[config.mk]
export PLATFORM = sky130hd
export DESIGN_NAME = result_uart_streamer
export DESIGN_NICKNAME = d
export VERILOG_FILES = /design/src/rtl/result_uart_streamer.sv
export SDC_FILE = /design/constraint.sdc
export NUM_CORES = 1
export LEC_CHECK = 0
export CORE_UTILIZATION = 57
export DETAILED_ROUTE_END_ITERATION = 10
export PLACE_DENSITY_LB_ADDON = 0.25
export SETUP_SLACK_MARGIN = 0.1
export SLEW_MARGIN = 20
export SYNTH_ARGS = -nofsm -noshare
export SYNTH_HDL_FRONTEND = slang
export SYNTH_SLANG_ARGS = --single-unit
export TNS_END_PERCENT = 30
[constraint.sdc]
create_clock -name clk -period 5.05 [get_ports clk]
set_clock_uncertainty 0.2 [all_clocks]
set_input_delay 1.2625 -clock clk [delete_from_list [all_inputs] [get_ports clk]]
set_output_delay 1.2625 -clock clk [all_outputs]
set_load 0.05 [all_outputs]
[src/rtl/result_uart_streamer.sv]
// Frames buffered INT32 results into a UART byte stream: A5, LEN_LO, LEN_HI, little-endian words.
// Define RESULT_STREAM_CHKSUM_EN to append a mod-256 checksum byte (LEN + payload, SYNC excluded).
module result_uart_streamer #(
   parameter int          ADDR_W     = 10,
   parameter int          DATA_WIDTH = 32,
   parameter logic [7:0]  SYNC_BYTE  = 8'hA5
) (
   input  logic                  clk,
   input  logic                  rst_n,
   input  logic                  start,
   input  logic [ADDR_W-1:0]     cfg_base_addr,
   input  logic [15:0]           cfg_num_words,
   output logic                  buf_rd_en,
   output logic [ADDR_W-1:0]     buf_rd_addr,
   input  logic [DATA_WIDTH-1:0] buf_rd_data,
   output logic [7:0]            tx_data,
   output logic                  tx_valid,
   input  logic                  tx_ready,
   output logic                  busy,
   output logic                  done,
   output logic [31:0]           bytes_sent
);

   typedef enum logic [2:0] {
      S_IDLE,
      S_HDR,
      S_RD,
      S_WAIT,
      S_SEND,
`ifdef RESULT_STREAM_CHKSUM_EN
      S_CHK,
`endif
      S_FIN
   } state_t;

`ifdef RESULT_STREAM_CHKSUM_EN
   localparam state_t END_ST = S_CHK;
`else
   localparam state_t END_ST = S_FIN;
`endif

   state_t                  state_q, state_d;
   logic [ADDR_W-1:0]       base_q, base_d;
   logic [15:0]             num_q, num_d;
   logic [15:0]             word_idx_q, word_idx_d;
   logic [1:0]              byte_idx_q, byte_idx_d;
   logic [DATA_WIDTH-1:0]   shreg_q, shreg_d;
   logic [31:0]             bytes_q, bytes_d;
`ifdef RESULT_STREAM_CHKSUM_EN
   logic [7:0]              chk_q, chk_d;
`endif
   logic                    hs;

   always_ff @(posedge clk or negedge rst_n) begin
      if (!rst_n) begin
         state_q    <= S_IDLE;
         base_q     <= '0;
         num_q      <= '0;
         word_idx_q <= '0;
         byte_idx_q <= '0;
         shreg_q    <= '0;
         bytes_q    <= '0;
`ifdef RESULT_STREAM_CHKSUM_EN
         chk_q      <= '0;
`endif
      end else begin
         state_q    <= state_d;
         base_q     <= base_d;
         num_q      <= num_d;
         word_idx_q <= word_idx_d;
         byte_idx_q <= byte_idx_d;
         shreg_q    <= shreg_d;
         bytes_q    <= bytes_d;
`ifdef RESULT_STREAM_CHKSUM_EN
         chk_q      <= chk_d;
`endif
      end
   end

   // All outputs decode registered state only, so tx_valid never sees tx_ready combinationally.
   always_comb begin
      tx_valid    = (state_q == S_HDR) || (state_q == S_SEND)
`ifdef RESULT_STREAM_CHKSUM_EN
                    || (state_q == S_CHK)
`endif
                    ;
      buf_rd_en   = (state_q == S_RD);
      buf_rd_addr = (state_q == S_RD) ? base_q + ADDR_W'(word_idx_q) : '0;
      busy        = (state_q != S_IDLE) && (state_q != S_FIN);
      done        = (state_q == S_FIN);
      bytes_sent  = bytes_q;
      tx_data     = '0;
      case (state_q)
         S_HDR: begin
            case (byte_idx_q)
               2'd0:    tx_data = SYNC_BYTE;
               2'd1:    tx_data = num_q[7:0];
               default: tx_data = num_q[15:8];
            endcase
         end
         S_SEND:  tx_data = shreg_q[7:0];
`ifdef RESULT_STREAM_CHKSUM_EN
         S_CHK:   tx_data = chk_q;
`endif
         default: tx_data = '0;
      endcase
   end

   assign hs = tx_valid && tx_ready;

   always_comb begin
      state_d    = state_q;
      base_d     = base_q;
      num_d      = num_q;
      word_idx_d = word_idx_q;
      byte_idx_d = byte_idx_q;
      shreg_d    = shreg_q;
      bytes_d    = hs ? bytes_q + 32'd1 : bytes_q;
`ifdef RESULT_STREAM_CHKSUM_EN
      chk_d      = chk_q;
      if (hs && !(state_q == S_HDR && byte_idx_q == 2'd0) && state_q != S_CHK)
         chk_d = chk_q + tx_data;
`endif
      case (state_q)
         S_IDLE: begin
            if (start) begin
               state_d    = S_HDR;
               base_d     = cfg_base_addr;
               num_d      = cfg_num_words;
               word_idx_d = '0;
               byte_idx_d = '0;
               bytes_d    = '0;
`ifdef RESULT_STREAM_CHKSUM_EN
               chk_d      = '0;
`endif
            end
         end
         S_HDR: begin
            if (hs) begin
               if (byte_idx_q == 2'd2) begin
                  byte_idx_d = '0;
                  state_d    = (num_q != 16'd0) ? S_RD : END_ST;
               end else begin
                  byte_idx_d = byte_idx_q + 2'd1;
               end
            end
         end
         S_RD:   state_d = S_WAIT;
         S_WAIT: begin
            shreg_d    = buf_rd_data;
            byte_idx_d = '0;
            state_d    = S_SEND;
         end
         S_SEND: begin
            if (hs) begin
               shreg_d = shreg_q >> 8;
               if (byte_idx_q == 2'd3) begin
                  byte_idx_d = '0;
                  word_idx_d = word_idx_q + 16'd1;
                  state_d    = (word_idx_q + 16'd1 == num_q) ? END_ST : S_RD;
               end else begin
                  byte_idx_d = byte_idx_q + 2'd1;
               end
            end
         end
`ifdef RESULT_STREAM_CHKSUM_EN
         S_CHK: if (hs) state_d = S_FIN;
`endif
         S_FIN:   state_d = S_IDLE;
         default: state_d = S_IDLE;
      endcase
   end

endmodule

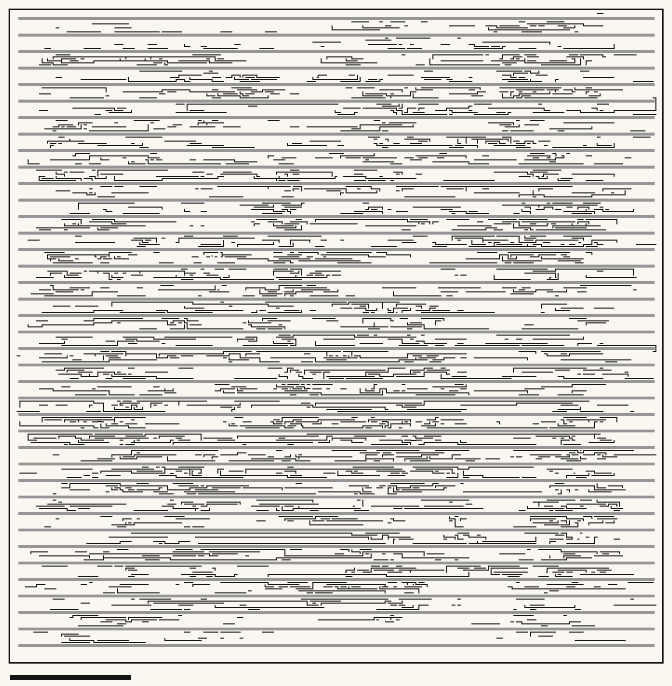
Fig. 1. Metal 1 (run 1).
Scale bar: 20 microns. Supply wires on this layer in grey.
nets with wire on the layer = 734
wire length on this layer = 6,820 microns
main direction = horizontal
share of all routed wire = 44%

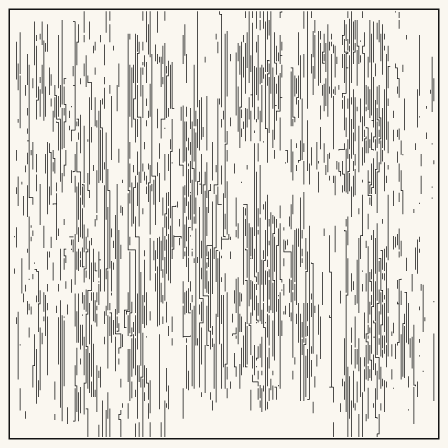
Fig. 2. Signal wires on met2 (run 1).
main direction = vertical
share of all routed wire = 49%
longest straight run = 43.5 microns
nets with wire on the layer = 689

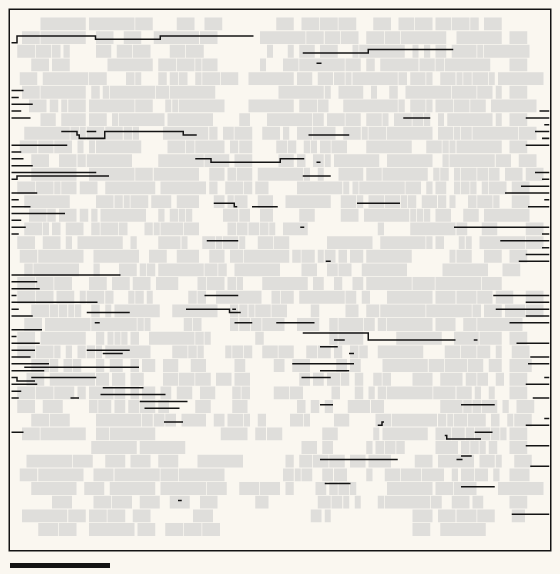
Fig. 3. Metal 3 (run 1).
Scale bar: 20 microns. Cells faint in the background.
main direction = horizontal
longest straight run = 22.5 microns
wire length on this layer = 766 microns
share of all routed wire = 5.0%
nets with wire on the layer = 106

==> summary.txt, run 1 <==
yosys + openroad results -> status=finished, final reports clean, Area growth syn-to-layout=22.7%, Power, Total=3.69 mW, crit path from=word_idx_q[1]$_DFFE_PN0P_, Hold Crit Class=reg -> reg, area leader, netlist=dfrtp_1, simple share=19.6%, RR Endpoint=word_idx_q[5]$_DFFE_PN0P_, Worst VDD drop=roughly 0.53 mV, GRT Total Usage=between 20 and 30%, CP max FO=7, Initial Util=58.5%, fin worst setup slack=0.396 ns, PD cells=~470 nW/um^2, DRT Pass-1 Iters=5, fin crit share=between 90% and 100%, Slew HR=34.8%, hold path endpoint=shreg_q[22]$_DFFE_PN0P_, tool warnings=30, final net count=825, worst slew pin tran=0.978 ns
[run 1: sequential cells by signal, summed over array words and instances (netlist names)]
register	cells
base_q	10
byte_idx_q	2
bytes_sent	32
num_q	16
shreg_q	32
state_q	3
word_idx_q	16
[run 1: layout make-up]
class / count / area [sq um] / share of cell area (%)
multi-input cells: 493 / 3370 / 43.3
flip-flops and latches: 111 / 2780 / 35.7
repair buffers: 120 / 1210 / 15.5
well taps: 140 / 175 / 2.25
clock buffers: 12 / 155 / 1.99
clock inverters: 4 / 52.6 / 0.675
inverters: 11 / 41.3 / 0.531
[run 1: placed cells by master (no fill, tap or decap), types with 25 or more instances in the layout]
cell,synthesis,layout
clkdlybuf4s50_1,0,113
dfrtp_1,111,111
mux2_2,27,27
xnor2_1,35,35
nor2_1,53,53
xor2_1,25,25
mux2i_1,25,25
nand2_1,59,59
o21ai_0,61,61
[run 1: routing by layer]
| metal | up-vias | global-route usage (%) | wire (microns) |
|---|---|---|---|
| met2 | 156 | 46.6 | 7560 |
| met4 | 0 | 10.1 | 319 |
| met1 | 2517 | 35.3 | 6820 |
| li1 | 2507 | - | - |
| met3 | 26 | 5.63 | 766 |
| met5 | - | 0 | 0 |
[run 1: power by group through the flow]
stage	sequential [mW]	clock (mW)	combinational [mW]
2_1_floorplan	1.33	0	1.27
3_3_place_gp	1.42	0	1.63
3_5_place_dp	1.43	0	1.68
4_1_cts	1.41	0.583	1.69
5_1_grt	1.45	0.610	1.84
6_report	1.42	0.574	1.70
[run 1: worst register-to-register path: cells and delay by family, from the launching register on]
kind	cells	cell delay [ns]
flip-flops	1	0.56
AND-OR/OR-AND	1	0.08
AND/OR/NAND/NOR	4	1.63
buffers and inverters	1	0.44
## Run 2: what changed since run 1
CTS_BUF_LIST = sky130_fd_sc_hd__clkbuf_8   (was not set)
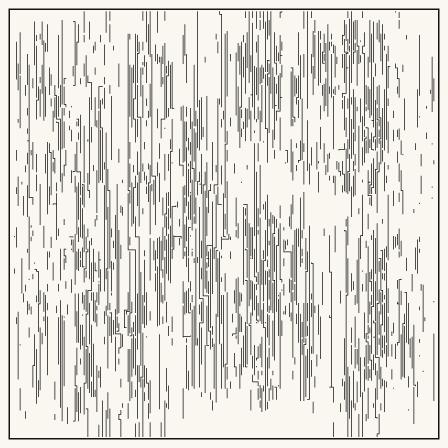
Fig. 4. Signal wires on met2 (run 2).
nets with wire on the layer = 689
wire length on this layer = 7,550 microns
share of all routed wire = 49%

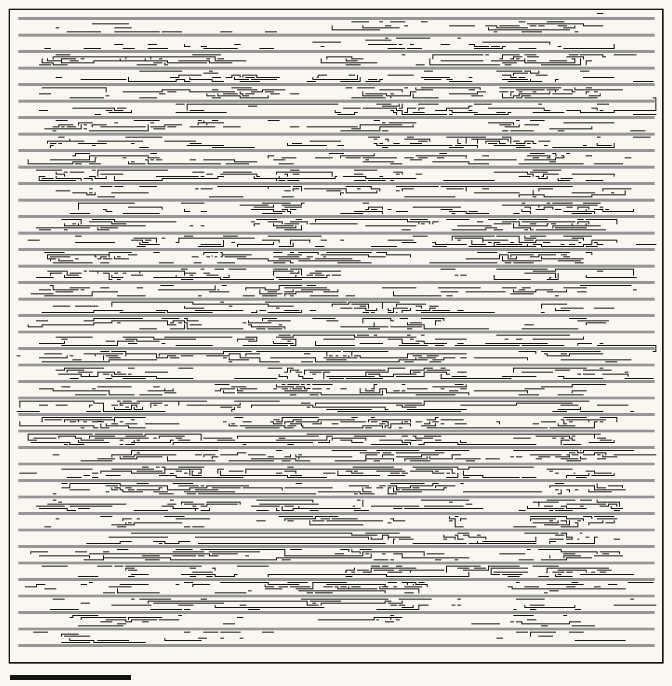
Fig. 5. Metal 1 (run 2).
Scale bar: 20 microns. Supply wires on this layer in grey.
nets with wire on the layer = 734
wire length on this layer = 6,840 microns

==> run 2 against run 1 <==
Clock power about the same. Sequential cell count unchanged. Sequential power about the same. Sequential share of layout area unchanged. Setup slack about the same. Routed wire length about the same.
==> summary.txt, run 2 <==
yosys + openroad results -> Hold Crit Class=reg -> reg, CP max FO=7 (unchanged), setup TNS=0 ns, minimum clock period=between 4 and 5 ns, status=finished, final reports clean, Area growth syn-to-layout=22.7% (unchanged), RR Endpoint=word_idx_q[5]$_DFFE_PN0P_, htree depth=3, GR Util met1=35.3% (unchanged), DRT Pass-1 Iters=5 (unchanged), Slew HR=34.8% (unchanged), fin crit share=92.2% (about the same), vias in the first global route=5,133, die width=between 100 and 150 microns, total grt overflow=0, area leader, netlist=dfrtp_1, met2 WL=7550 microns (-0.22%), tool warnings=30 (unchanged), hold path endpoint=shreg_q[18]$_DFFE_PN0P_, cell count in the Yosys report=around 650, worst slew pin tran=0.978 ns (unchanged), Comb area=3370 sq um (unchanged), M2 GR Usage=46.6% (unchanged), met3 Use GR=5.63% (unchanged), RePlAce Congestion=0.882, Leak=3.28 nW, Initial Util=58.5% (unchanged), GRT Total Usage=27.7% (unchanged), WL met3=766 microns (unchanged), Sequential cell area=2780 sq um (unchanged), slowest cell on the critical path=clkdlybuf4s50_1, crit path from=word_idx_q[1]$_DFFE_PN0P_, met1 WL=6840 microns (+0.26%), Max Used Layer=met4, vias post-DR=between 5k and 6k, Port Buffers=about 120, Top Layout Cells=clkdlybuf4s50_1 (113), dfrtp_1 (111), o21ai_0 (61), nand2_1 (59), nor2_1 (53), Setup Buffers After CTS=0, final net count=825 (unchanged), dominant logic cell type in the layout=clkdlybuf4s50_1, PD cells=474 nW/um^2 (about the same), Top cells by area=dfrtp_1 (44%), xnor2_1 (4.8%), o21ai_0 (4.8%), gr busiest metal=met2
## run 2: netlist changes by cell type in the layout (fill, tap and decap cells not counted)
cell      change
clkbuf_1      -1
inv_1         +1
## run 2: power breakdown
group / internal [mW] / leakage, nW / switching [mW]
clock network: 0.257 / 0.111 / 0.316
registers: 1.14 / 1.44 / 0.279
logic: 0.713 / 1.72 / 0.988
total: 2.11 / 3.28 / 1.58
## run 2: cell type report
class                   count  share of cell area, %
well taps                 140                   2.25
clock buffers              11                   1.95
inverters                  11                  0.531
repair buffers            120                   15.5
flip-flops and latches    111                   35.7
clock inverters             5                  0.724
multi-input cells         493                   43.3
## run 2: cell families (layout without fill, tap and decap cells)
family	after synthesis	count (layout)	synth area share (%)
and+or+nand+nor	232	232	19.6
AOI/OAI and AO/OA	132	132	12.7
DFF	111	111	43.8
xor gates and xnor gates	60	60	8.28
muxes	52	52	8.74
buffers and inverters	50	147	3.35
adders and majority gates	17	17	3.47
## run 2: metrics by stage
| step | hold slack [ns] | utilization (%) | total power [mW] | area [sq um] | setup WS (ns) |
|---|---|---|---|---|---|
| floorplan | 0.250 | - | 2.60 | 6340 | 0.712 |
| finish | 0.295 | 71.8 | 3.69 | 7780 | 0.396 |
| global route | 0.328 | 71.8 | 3.90 | 7780 | 0.212 |
| global placement | 0.267 | 69.6 | 3.06 | 7540 | 0.768 |
| CTS | 0.295 | 71.5 | 3.68 | 7750 | 0.263 |
| detailed placement | 0.271 | 69.6 | 3.11 | 7540 | 0.719 |
## run 2: worst register-to-register path: stages, from the launching register on
cell and delay (ns):
dfrtp_1 0.56, nor2_1 0.39, and2_2 0.52, buf_4 0.44, nand2_1 0.32, or3_1 0.40, o21ai_0 0.08
## Run 3: what changed since run 2
CAP_MARGIN = 20   (was not set)
clock period = 5.36 ns   (was 5.05 ns; I/O delays follow)
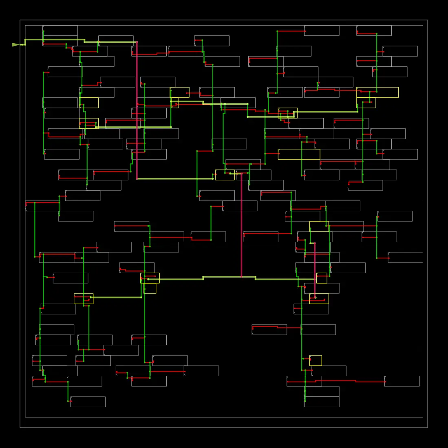
Fig. 6. Clock routing (run 3).
Clock Power: 576 uW
total CTS buffers: 9
flop count: 111

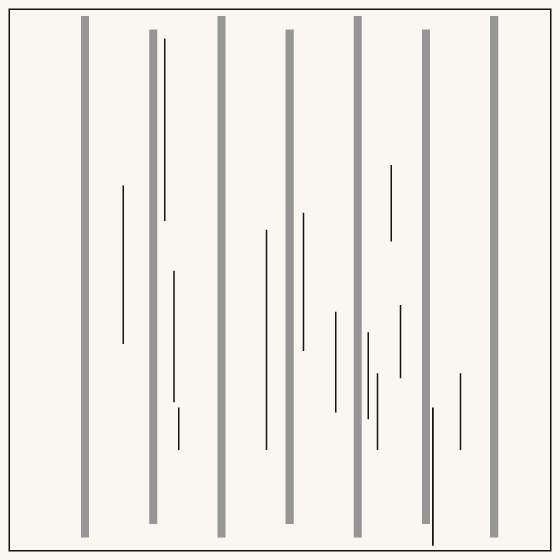
Fig. 7. The metal 4 layer (run 3).
Supply wires on this layer in grey.
wire length on this layer = 295 microns
share of all routed wire = 1.9%
longest straight run = 43.5 microns

==> run 3 against run 2 <==
Combinational power down 5%. Cell area up 0.23%. Global-route usage increased by 1.1 points. Core utilization grew 0.16 points. Synthesized area is the same. Count of clock-buffer cells in the layout fell by 1. Clock power is essentially flat. Sequential share of layout area shrank 0.080 points. Highest routed layer unchanged. Via count increased by 2.6%.
==> summary.txt, run 3 <==
yosys + openroad results -> Design Area, Final=7800 sq um (+0.23%), DRT Pass-1 Iters=5 (unchanged), DP Area=7540 sq um (unchanged), Area growth syn-to-layout=22.9%, Slew HR=33.7% (-1.1 points), status=finished, final reports clean, Util after Layout=71.9% (+0.16 points), total grt overflow=0 (unchanged), RePlAce Congestion=0.878 (-0.40%), Setup Buffers After CTS=0 (unchanged), vias post-DR=5,343 (+2.6%), Initial Util=58.5% (unchanged), Top cells by area=dfrtp_1 (44%), xnor2_1 (4.8%), o21ai_0 (4.8%), WHS=0.300 ns (+0.00522 ns), setup TNS=0 ns (unchanged), Top Layout Cells=clkdlybuf4s50_1 (114), dfrtp_1 (111), o21ai_0 (61), nand2_1 (59), nor2_1 (53), CP max FO=8 (+1), tool warnings=30 (unchanged), Hold Crit Class=reg -> reg, final net count=825 (unchanged), area leader, netlist=dfrtp_1
run 3: cell counts after synthesis:
Identical to the previous run, type by type.
run 3: cell type report:
class                           instances  area [sq um]
Clock buffer                           10           138
Clock inverter                          6          90.1
Fill cell                             828          3040
Inverter                               11          41.3
Multi-Input combinational cell        493          3370
Sequential cell                       111          2780
Tap cell                              140           175
Timing Repair Buffer                  120          1210
run 3: per-layer routing:
layer	global-route usage, %	up-vias	part of all wire [%]
met4	9.59	0	1.9
met2	48.2	167	50
li1	-	2514	-
met1	36.9	2635	43
met3	6.30	27	5.1
met5	0	-	0
run 3: logic make-up after synthesis:
group	Yosys count	share of synthesized area (%)
buf+inv	50	3.35
simple gates	232	19.6
fa+ha+maj	17	3.47
flops	111	43.8
mux	52	8.74
compound gates	132	12.7
xor+xnor	60	8.28
run 3: worst reg2reg max path: cells and delay by family, from the launching register on:
family,cells,cell delay (ns)
and+or+nand+nor,4,1.63
AOI/OAI and AO/OA,1,0.08
DFF,1,0.56
buffers and inverters,1,0.46
run 3: where the power goes:
part           switching [mW]  internal (mW)
clock                   0.297          0.279
sequential              0.269           1.07
combinational           0.939          0.672
run 3: worst min path at each step:
stage	start	end	slack, ns
floorplan	shreg_q[10]$_DFFE_PN0P_	shreg_q[10]$_DFFE_PN0P_	0.25
global placement	shreg_q[18]$_DFFE_PN0P_	shreg_q[18]$_DFFE_PN0P_	0.27
detailed placement	shreg_q[0]$_DFFE_PN0P_	shreg_q[0]$_DFFE_PN0P_	0.28
CTS	shreg_q[0]$_DFFE_PN0P_	shreg_q[0]$_DFFE_PN0P_	0.30
global route	shreg_q[30]$_DFFE_PN0P_	shreg_q[30]$_DFFE_PN0P_	0.33
finish	shreg_q[22]$_DFFE_PN0P_	shreg_q[22]$_DFFE_PN0P_	0.30
Power and IR drop assume default switching activity.
